Design wb_trace_buffer, sky130hd; sources not shown.
### Placement by cell class

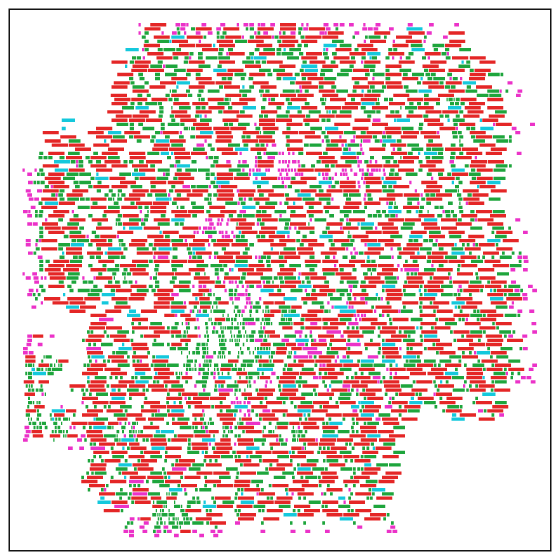
flip-flops: in red, cells 1069. clock drivers and dummy loads: in cyan, cells 214. other buffers and delay cells: in magenta, cells 584. all other logic: in green, cells 1821.
Floorplan Core Area: 0.114 mm^2
flop share of the area: 0.530

### Signal metal coverage by tile

The bar under the picture is 100 um long. 35 x 35 tiles, from dark blue (low) to red (high), scaled to the fullest tile. Values are wire area over tile area, all layers added.
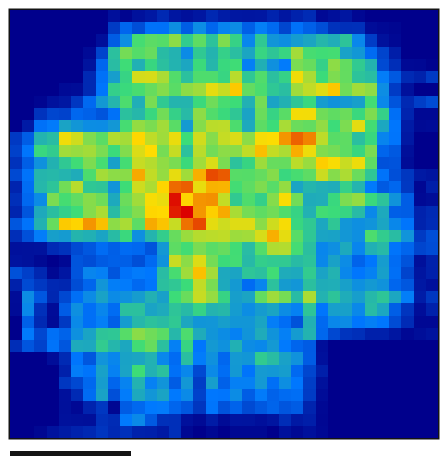
24% of the tiles are over half the peak. The densest ninth of the die: middle. The fullest tile reaches 0.84.
All-Layer GR Usage: 0.284
total detailed-routing wirelength: 184000 um

==> impl_metrics.ini <==
; physical design summary
[drt]
vias = 35167
antenna_violating_nets_post_route = 0
wl_met3_um = 26000
drt_iter0_markers = 5848

[flow_run]
log.warning_count = 49

[sta]
hold_violations = 0
maxClockFrequency_mhz = 160
final-setup-viol-count = 0
post-route-min-period_ps = 6270
fin_crit_sh = 0.980
max_slew.worst_pin.slew_ps = 1310

[cells_and_area]
signal_buf_overhead = 0.0656
final-comb-area_mm2 = 0.0182
layout.sequential_cells = 1069
final_layout_net_count = 3720
syn_to_final_growth_pct = 15.1
stdcell_count = 5208
postLayoutCoreUtil = 0.519
comb_cells = 1782

[worst_hold_path]
min_path_type = register to register

[yosys]
yosysCellCount = 3300
synth_area_per_cell_um2 = 15.6
syn_inst = 3300
yosysUniqueCellTypes = 64
most_common_cell = edfxtp_1
mux_area_frac = 0.141
postSynth.topFlopCell = edfxtp_1
aoi_share = 0.122
syn_area_mm2 = 0.0513
top_cells_by_area = edfxtp_1 (58%), mux4_2 (14%), a32o_1 (4.3%)

[global_routing]
use_met3 = 0.0794
grt_max_degree = 43
vias_in_the_first_global_route = 34627
globalRouteMet1Util = 0.390
met2_usage = 0.422
grt_most_used_layer = met2

[place]
place.gp.congestion = 0.895
dp_hpwl_um = 116000

[floorplanning]
rows = 124
tap_cells = 1512

[worst_setup_path]
regToRegSetupSlack_ps = 370
worst_reg2reg_path_depth = 16
cp.required_ps = 5070

[clock_network]
tritoncts.num_buffers = 114
clkLatencyLatePin_ps = 700
cts_tree = done

[status]
status = complete, no violations
==> power by group <==
group / internal, W / switching [W] / leakage (nW)
Clock: 0.00367 / 0.00288 / 1.77
Sequential: 0.00758 / 0.0000311 / 10.5
Combinational: 0.00142 / 0.00161 / 6.89
==> worst max-delay path, stage by stage, from the launching register on <==
cell             delay [ps]
dfxtp_1                 300
clkbuf_1                340
clkdlybuf4s15_1         930
clkbuf_1                890
mux4_2                  480
mux4_2                  470
and2_1                  280
clkdlybuf4s50_1         530
==> what timing repair did <==
item,CTS,global route
pin swaps,0,1
resized,7,12
endpoints found under the setup margin,111,306
hold buffers,0,0
buffers inserted,0,1
Power figures rest on the tool's default switching activity, not on a simulated workload.
